==> config.mk <==
export PLATFORM = sky130hd
export DESIGN_NAME = jump_ctrl
export DESIGN_NICKNAME = d
export VERILOG_FILES = /design/src/rtl/jump_pkg.sv /design/src/rtl/ret_stack.sv /design/src/rtl/jump_ctrl.sv
export SDC_FILE = /design/constraint.sdc
export NUM_CORES = 1
export LEC_CHECK = 0
export ABC_AREA = 1
export CORE_MARGIN = 2
export CORE_UTILIZATION = 40
export CTS_CLUSTER_DIAMETER = 60
export CTS_CLUSTER_SIZE = 20
export DETAILED_ROUTE_END_ITERATION = 12
export PLACE_DENSITY = 0.56
export SLEW_MARGIN = 20
export SYNTH_ARGS = -nofsm -noshare
export SYNTH_HDL_FRONTEND = slang
export SYNTH_SLANG_ARGS = --single-unit
==> constraint.sdc <==
create_clock -name clk -period 4.4 [get_ports clk]
set_clock_uncertainty 0.2 [all_clocks]
set_input_delay 0.44 -clock clk [delete_from_list [all_inputs] [get_ports clk]]
set_output_delay 0.44 -clock clk [all_outputs]
set_load 0.03 [all_outputs]
==> src/rtl/jump_pkg.sv <==
// Shared types and constants for the jump control unit: opcodes, FSM states,
// default sizes and the constant absolute-target table.
package jump_pkg;

    localparam int unsigned D_DEF    = 10;
    localparam int unsigned LUTW_DEF = 3;
    localparam int unsigned RSD_DEF  = 4;

    typedef enum logic [2:0] {
        NONE = 3'd0,
        JMP  = 3'd1,
        BEQZ = 3'd2,
        BNEZ = 3'd3,
        CALL = 3'd4,
        RET  = 3'd5,
        HALT = 3'd6,
        RSVD = 3'd7
    } br_op_e;

    typedef enum logic [1:0] {
        RUN    = 2'd0,
        HALTED = 2'd1,
        FAULT  = 2'd2
    } st_e;

    // Absolute addresses selected by lut_idx
    localparam logic [D_DEF-1:0] TARGET_LUT [2**LUTW_DEF] = '{
        10'd16, 10'd64, 10'd128, 10'd200, 10'd300, 10'd512, 10'd777, 10'd1000
    };

endpackage

==> src/rtl/ret_stack.sv <==
// Hardware return-address stack: LIFO with a 0..RSD depth counter.
// Push on full and pop on empty are ignored.
module ret_stack
    import jump_pkg::*;
#(
    parameter int unsigned D   = D_DEF,
    parameter int unsigned RSD = RSD_DEF
) (
    input  logic         clk,
    input  logic         reset,
    input  logic         push,
    input  logic         pop,
    input  logic [D-1:0] din,
    output logic [D-1:0] dout,
    output logic         full,
    output logic         empty
);

    localparam int unsigned CW = $clog2(RSD + 1);
    localparam int unsigned PW = (RSD > 1) ? $clog2(RSD) : 1;

    logic [D-1:0]  mem_q [RSD];
    logic [CW-1:0] count_q;
    logic [CW-1:0] count_d;
    logic [PW-1:0] top_idx;
    logic [PW-1:0] wr_idx;
    logic          do_push;
    logic          do_pop;

    assign full    = (count_q == CW'(RSD));
    assign empty   = (count_q == '0);
    assign do_push = push && !full;
    assign do_pop  = pop && !empty && !do_push;
    assign wr_idx  = PW'(count_q);
    assign top_idx = PW'(count_q - CW'(1));
    assign dout    = mem_q[top_idx];

    always_comb begin
        count_d = count_q;
        if (do_push) begin
            count_d = count_q + CW'(1);
        end else if (do_pop) begin
            count_d = count_q - CW'(1);
        end
    end

    always_ff @(posedge clk or negedge reset) begin
        if (!reset) begin
            count_q <= '0;
        end else begin
            count_q <= count_d;
        end
    end

    // Entry storage is not reset; only the depth counter defines validity
    always_ff @(posedge clk) begin
        if (do_push) begin
            mem_q[wr_idx] <= din;
        end
    end

endmodule

==> src/rtl/jump_ctrl.sv <==
// Control-flow unit: decodes branch opcodes into PC absjump_en/target,
// manages call/return via ret_stack, and freezes the PC on halt or fault.
module jump_ctrl
    import jump_pkg::*;
#(
    parameter int unsigned D    = D_DEF,
    parameter int unsigned LUTW = LUTW_DEF,
    parameter int unsigned RSD  = RSD_DEF
) (
    input  logic            clk,
    input  logic            reset,
    input  logic [2:0]      br_op,
    input  logic            zero_flag,
    input  logic [LUTW-1:0] lut_idx,
    input  logic [D-1:0]    prog_ctr,
    output logic            absjump_en,
    output logic [D-1:0]    target,
    output logic            done,
    output logic            stack_err
);

    st_e          st_q;
    st_e          st_d;
    logic         done_q;
    logic         err_q;
    logic         fault_c;
    logic         push_c;
    logic         pop_c;
    logic [D-1:0] ret_addr;
    logic         stk_full;
    logic         stk_empty;
    logic [D-1:0] lut_val;
    logic [D-1:0] link_addr;
    br_op_e       op;

    assign op        = br_op_e'(br_op);
    assign lut_val   = D'(TARGET_LUT[lut_idx]);
    assign link_addr = D'(prog_ctr + D'(1));

    ret_stack #(
        .D   (D),
        .RSD (RSD)
    ) u_ret_stack (
        .clk   (clk),
        .reset (reset),
        .push  (push_c),
        .pop   (pop_c),
        .din   (link_addr),
        .dout  (ret_addr),
        .full  (stk_full),
        .empty (stk_empty)
    );

    // Zero-latency decode and next-state selection
    always_comb begin
        absjump_en = 1'b0;
        target     = '0;
        push_c     = 1'b0;
        pop_c      = 1'b0;
        fault_c    = 1'b0;
        st_d       = st_q;
        case (st_q)
            RUN: begin
                case (op)
                    JMP: begin
                        absjump_en = 1'b1;
                        target     = lut_val;
                    end
                    BEQZ, BNEZ: begin
                        if (zero_flag == (op == BEQZ)) begin
                            absjump_en = 1'b1;
                            target     = lut_val;
                        end
                    end
                    CALL, RET: begin
                        absjump_en = 1'b1;
                        if ((op == CALL) ? stk_full : stk_empty) begin
                            target  = prog_ctr;
                            fault_c = 1'b1;
                            st_d    = FAULT;
                        end else if (op == CALL) begin
                            target = lut_val;
                            push_c = 1'b1;
                        end else begin
                            target = ret_addr;
                            pop_c  = 1'b1;
                        end
                    end
                    HALT: begin
                        absjump_en = 1'b1;
                        target     = prog_ctr;
                        st_d       = HALTED;
                    end
                    default: begin
                        absjump_en = 1'b0;
                        target     = '0;
                    end
                endcase
            end
            default: begin
                absjump_en = 1'b1;
                target     = prog_ctr;
            end
        endcase
    end

    always_ff @(posedge clk or negedge reset) begin
        if (!reset) begin
            st_q   <= RUN;
            done_q <= 1'b0;
            err_q  <= 1'b0;
        end else begin
            st_q   <= st_d;
            done_q <= (st_d == HALTED);
            err_q  <= err_q | fault_c;
        end
    end

    assign done      = done_q;
    assign stack_err = err_q;

endmodule

==> impl_metrics.tcl, run 1 <==
# implementation run metrics
set metrics [dict create \
    status "completed" \
    wirelength_mm 7.279 \
    cp.arrival_ns 2.95 \
    reg2reg_from "u_ret_stack.count_q[0]$_DFFE_PN0P_" \
    wire_per_inst_um 14.86 \
    antenna_cells 0 \
    nFillCells 703 \
    area.growth.synth_to_final_pct 17.67 \
    io_buffers 31 \
    drive_gt1_frac 0.09137 \
    coreArea_sq_mm 0.006907 \
    regArea_sq_mm 0.001376 \
    grt.total_usage 0.1937 \
    maxCapViolCount 0 \
    cp_max_fo 22 \
    end_kind "primary output" \
    hold_ws_ns 0.1984 \
    cp_common_cell "nand2_1" \
    mux_area_frac 0 \
    nWellTaps 96 \
    ys_warn_count 0 \
    place_ws_ns 0.9757 \
    clk_pin_slew_ns 0.10 \
    postRouteAntennaNets 0 \
    place.gp.congestion 0.8196 \
    fp_util 0.4183 \
    die_height_um 88.99 \
    detail_route.vias_per_cell 4.769 \
    netlist_instances 357 \
    swShare 0.4175 \
    dp_cells 482 \
    crit_required_ns 3.76 \
    final-clk-cell-share 0.02613 \
    drv_slew 0 \
    drtPass1Iterations 4 \
    synth_flops 47 \
    ctsHoldBuffers 0 \
    logic_area_sq_mm 0.001290 \
    crit_slowest_cell "clkdlybuf4s50_1" \
    yosysSeqAreaShare 0.4764 \
    fin_setup_tns_ns 0 \
    yosys_area_sq_mm 0.002889 \
    vias 2337 \
    syn_area_per_cell_sq_um 8.092 \
    cts_tree "yes" \
    pwr-share-comb 0.448 \
    period_minus_slack_ns 3.589 \
    grt_antenna_before_repair 0 \
    critPathKind "flip-flop to primary output" \
    comb.multi_input.count 259 \
    largest_reg_flops 40 \
    utilization 0.4922 \
    warnings 35 \
    globalRouteOverflowTotal 0 \
    hold_path.class "input port to asynchronous set/reset pin" \
    row_count 30 \
    clockBufferDepth 2 \
    slowest_delay_ns 0.66 \
    comb_share 0.3795 \
    hpwl_mm 5.048 \
    fin_crit_sh 0.8157 \
    cts_resized 0 \
    inv_count 41 \
    seqPwrFrac 0.365 \
    grt_max_degree 23 \
    grt_first_pass_wirelength_mm 11.20 \
    r2r_end "u_ret_stack.mem_q[3][0]$_DFFE_PP_" \
    place_area_sq_mm 0.003311 \
    buffers 39 \
]
[run 1: per-layer routing]
metal / GRT usage / vias up / part of all wire
li1: - / 1195 / -
met1: 0.2645 / 1072 / 0.48
met2: 0.3161 / 61 / 0.45
met3: 0.02862 / 9 / 0.058
met4: 0.06784 / 0 / 0.019
met5: 0 / - / 0
[run 1: how the worst max path moves through the flow]
stage | from | end | slack, ns | cells after the start
finish | u_ret_stack.count_q[0]$_DFFE_PN0P_ | target[6] | 0.81 | 13
global route | u_ret_stack.count_q[0]$_DFFE_PN0P_ | target[7] | 0.65 | 13
CTS | u_ret_stack.count_q[0]$_DFFE_PN0P_ | target[7] | 0.80 | 13
detailed placement | br_op[2] | target[9] | 0.98 | 10
global placement | br_op[2] | target[8] | 0.99 | 10
floorplan | u_ret_stack.count_q[0]$_DFFE_PN0P_ | target[9] | 1.98 | 10
[run 1: Yosys cell counts (all sizes together)]
master	count	area, sq um
a31oi	1	6.260
inv	41	153.9
nand3	34	197.7
or2	5	31.28
nand2	153	591.8
nor3b	1	7.510
o21ai	8	51.30
buf	9	55.04
clkbuf	1	13.76
nand3b	1	11.26
nor2	25	111.4
dfrtp	7	175.2
a21oi	8	40.04
nor3	1	5.000
xor2	5	43.79
edfxtp	40	1201
o21bai	1	7.510
xnor2	4	35.03
ha	12	150.1
[run 1: cells in the final DEF, fill, tap and decap left out, drive strengths merged]
cell           instances
nand3                 34
a31oi                  1
nor2                  25
nor3b                  1
o21bai                 1
nand3b                 1
xnor2                  4
buf                    8
a21oi                  8
ha                    12
xor2                   5
edfxtp                40
nand2                153
o21ai                  8
or2                    5
dfrtp                  7
clkinvlp               1
clkdlybuf4s50         31
clkbuf                 6
inv                   42
nor3                   1
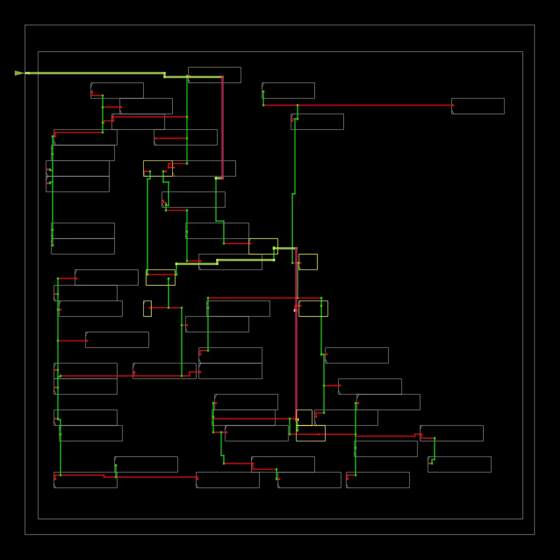
Figure 1: run 1, the clock network.
clkbuf count: 6
clock sinks: 47
TritonCTS buffer count: 5
Flop Count: 47
P_clk: 269 uW

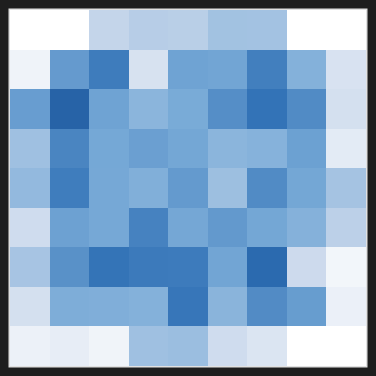
Figure 2: run 1, cell area per tile.
Drawn at 4 px/um. 9 x 9 tiles, from white (low) to dark blue (high), 0 to 100% covered.
mean over tiles: 41%
emptiest ninth of the die: south-east
fullest tile: 79%
tiles over 75% full: 2.5%
nearly empty tiles: 7.4%

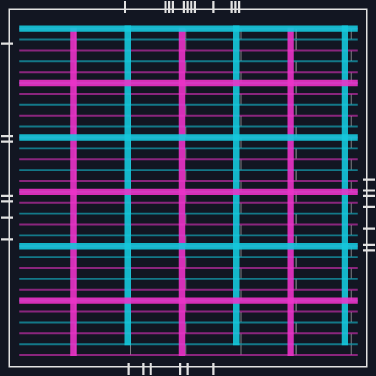
Figure 3: run 1, floorplan with the power grid.
Drawn at 4 px/um. Pins as bars on the die edge. Tap cells in grey.
[VDD] cyan
[VSS] magenta
signal pins: 32
met4 straps: 6
tap cells: 96

Figure 4. Sequential cells grouped by signal name (run 1).
Drawn at 6 px/um. Other sequential cells in the stronger grey, the rest of the logic in the fainter grey.
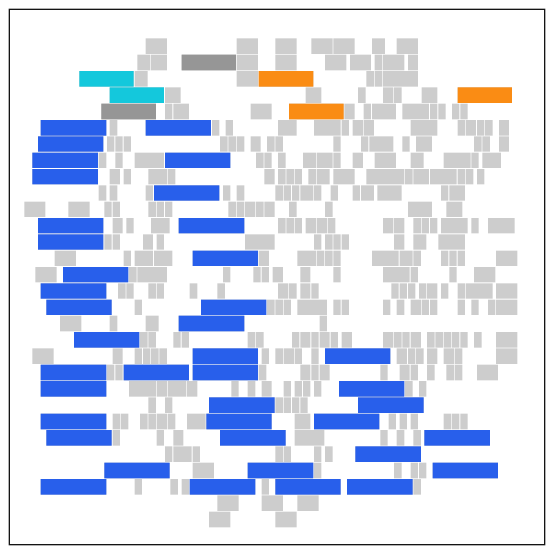

==> run 2: changes to the inputs <==
PLACE_DENSITY = 0.58   (was 0.56)
clock period = 3.2 ns   (was 4.4 ns; I/O delays follow)
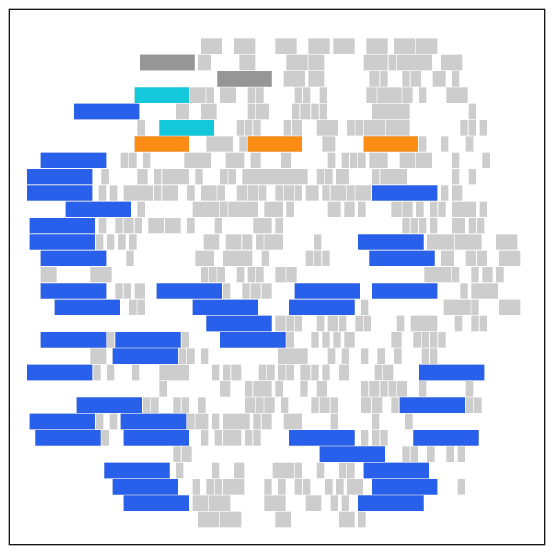
Figure 5: run 2, sequential cells grouped by signal name.
Drawn at 6 px/um. Other sequential cells in the stronger grey, the rest of the logic in the fainter grey.
[u_ret_stack.mem_q] blue | flops: 40
[u_ret_stack.count_q] orange | flops: 3
[st_q] cyan | flops: 2
not coloured: 2

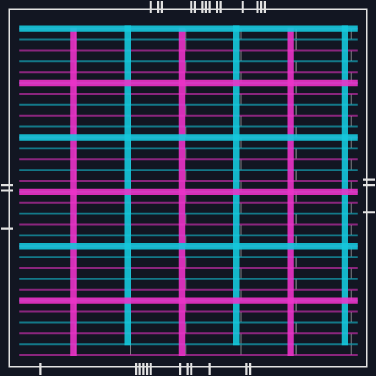
Figure 6: run 2, floorplan with the power grid.
Drawn at 4 px/um. Pins as bars on the die edge. Tap cells in grey.
[VSS] magenta
[VDD] cyan
met4 straps: 6
signal pins: 32

==> impl_metrics.tcl, run 2 <==
# implementation run metrics
set metrics [dict create \
    clockBufferDepth 2 \
    synthTopCellsByArea "edfxtp_1 42%, nand2_1 19%, dfrtp_1 6.1%" \
    synth-edff-count 40 \
    yosys-top-cells-count "148 x nand2_1, 40 x edfxtp_1, 37 x inv_1" \
    antenna_cells 0 \
    top_area_frac 0.4158 \
    coreArea_sq_mm 0.006907 \
    cp_max_fo 12 \
    maxCapViolCount 0 \
    row_count 30 \
    reg2reg_from "u_ret_stack.count_q[1]$_DFFE_PN0P_" \
    die_height_um 88.99 \
    fp_util 0.4183 \
    cts_resized 0 \
    io_buffers 31 \
    cts_tree "yes" \
    area.growth.synth_to_final_pct 18.19 \
    cp_common_cell "nand2_1" \
    crit_slowest_cell "dfrtp_1" \
    hold_ws_ns 0.08774 \
    status "completed" \
    grt_antenna_before_repair 0 \
    synth_flops 47 \
    drv_slew 0 \
    yosysSeqAreaShare 0.4764 \
    postRouteAntennaNets 0 \
    drtPass1Iterations 4 \
    cp.arrival_ns 2.25 \
    syn_area_per_cell_sq_um 8.092 \
    place_ws_ns 0.5389 \
    crit_required_ns 2.68 \
    netlist_instances 357 \
    place_area_sq_mm 0.003308 \
    lay_top_count "nand2_1" \
    hold_path.class "input port to asynchronous set/reset pin" \
    largest_reg_flops 40 \
    grt.total_usage 0.1944 \
    tritoncts.num_buffers 5 \
]
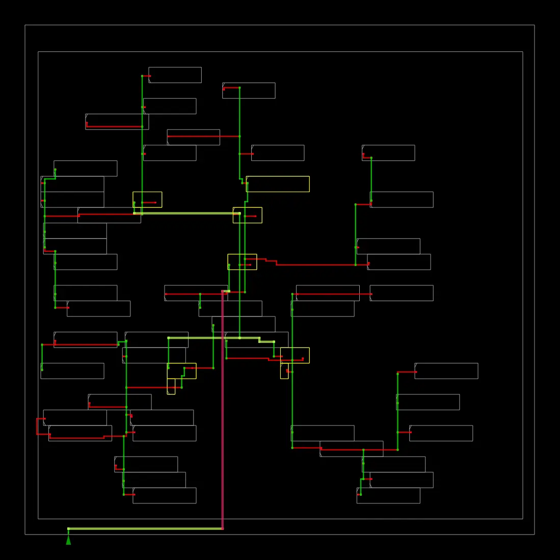
Figure 7: run 2, the clock network.
clkbuf count: 7
clk_lat worst skew: 0.29 ns

## run 2: cells by family after synthesis
family                     count (synthesis)  share of synthesized area
and+or+nand+nor                          220                     0.3309
buffers and inverters                     51                    0.07708
DFF                                       47                     0.4764
AOI/OAI and AO/OA                         18                    0.03638
adders and majority gates                 12                    0.05197
xor gates and xnor gates                   9                    0.02728
## run 2: final cells by class
class | count | area (sq um)
clock buffer | 7 | 76.32
multi-input combinational | 259 | 1290
timing repair buffer | 42 | 367.9
fill | 712 | 3492
inverter | 41 | 153.9
sequential | 47 | 1376
tap | 96 | 120.1
clock inverter | 1 | 30.03
## run 2: layer usage
layer / global-route usage / wire length, um / up-vias
li1: - / - / 1205
met1: 0.2801 / 3398 / 1060
met2: 0.3060 / 3201 / 50
met3: 0.03509 / 356 / 2
met4: 0.04885 / 41 / 0
met5: 0 / 0 / -
## run 2: how the worst max path moves through the flow
stage,cells after the start,slack (ns),endpoint,startpoint
detailed placement,10,0.54,target[9],br_op[2]
global route,12,0.18,target[6],u_ret_stack.count_q[1]$_DFFE_PN0P_
CTS,12,0.40,target[6],u_ret_stack.count_q[1]$_DFFE_PN0P_
global placement,5,0.58,absjump_en,br_op[2]
finish,12,0.43,target[6],u_ret_stack.count_q[1]$_DFFE_PN0P_
floorplan,8,0.88,u_ret_stack.mem_q[1][0]$_DFFE_PP_,u_ret_stack.count_q[0]$_DFFE_PN0P_
## run 2: per-stage QoR
step	cells	total power, mW
floorplan	357	1.351
global placement	485	1.637
detailed placement	485	1.624
CTS	493	2.055
global route	493	2.195
finish	493	2.043
## run 2: power breakdown
group	switching, mW	internal, mW	total [mW]
logic	0.598	0.294	0.892
registers	0.0244	0.703	0.728
clock network	0.189	0.234	0.423
total	0.811	1.23	2.04
Power is estimated from default activity; no workload was simulated.
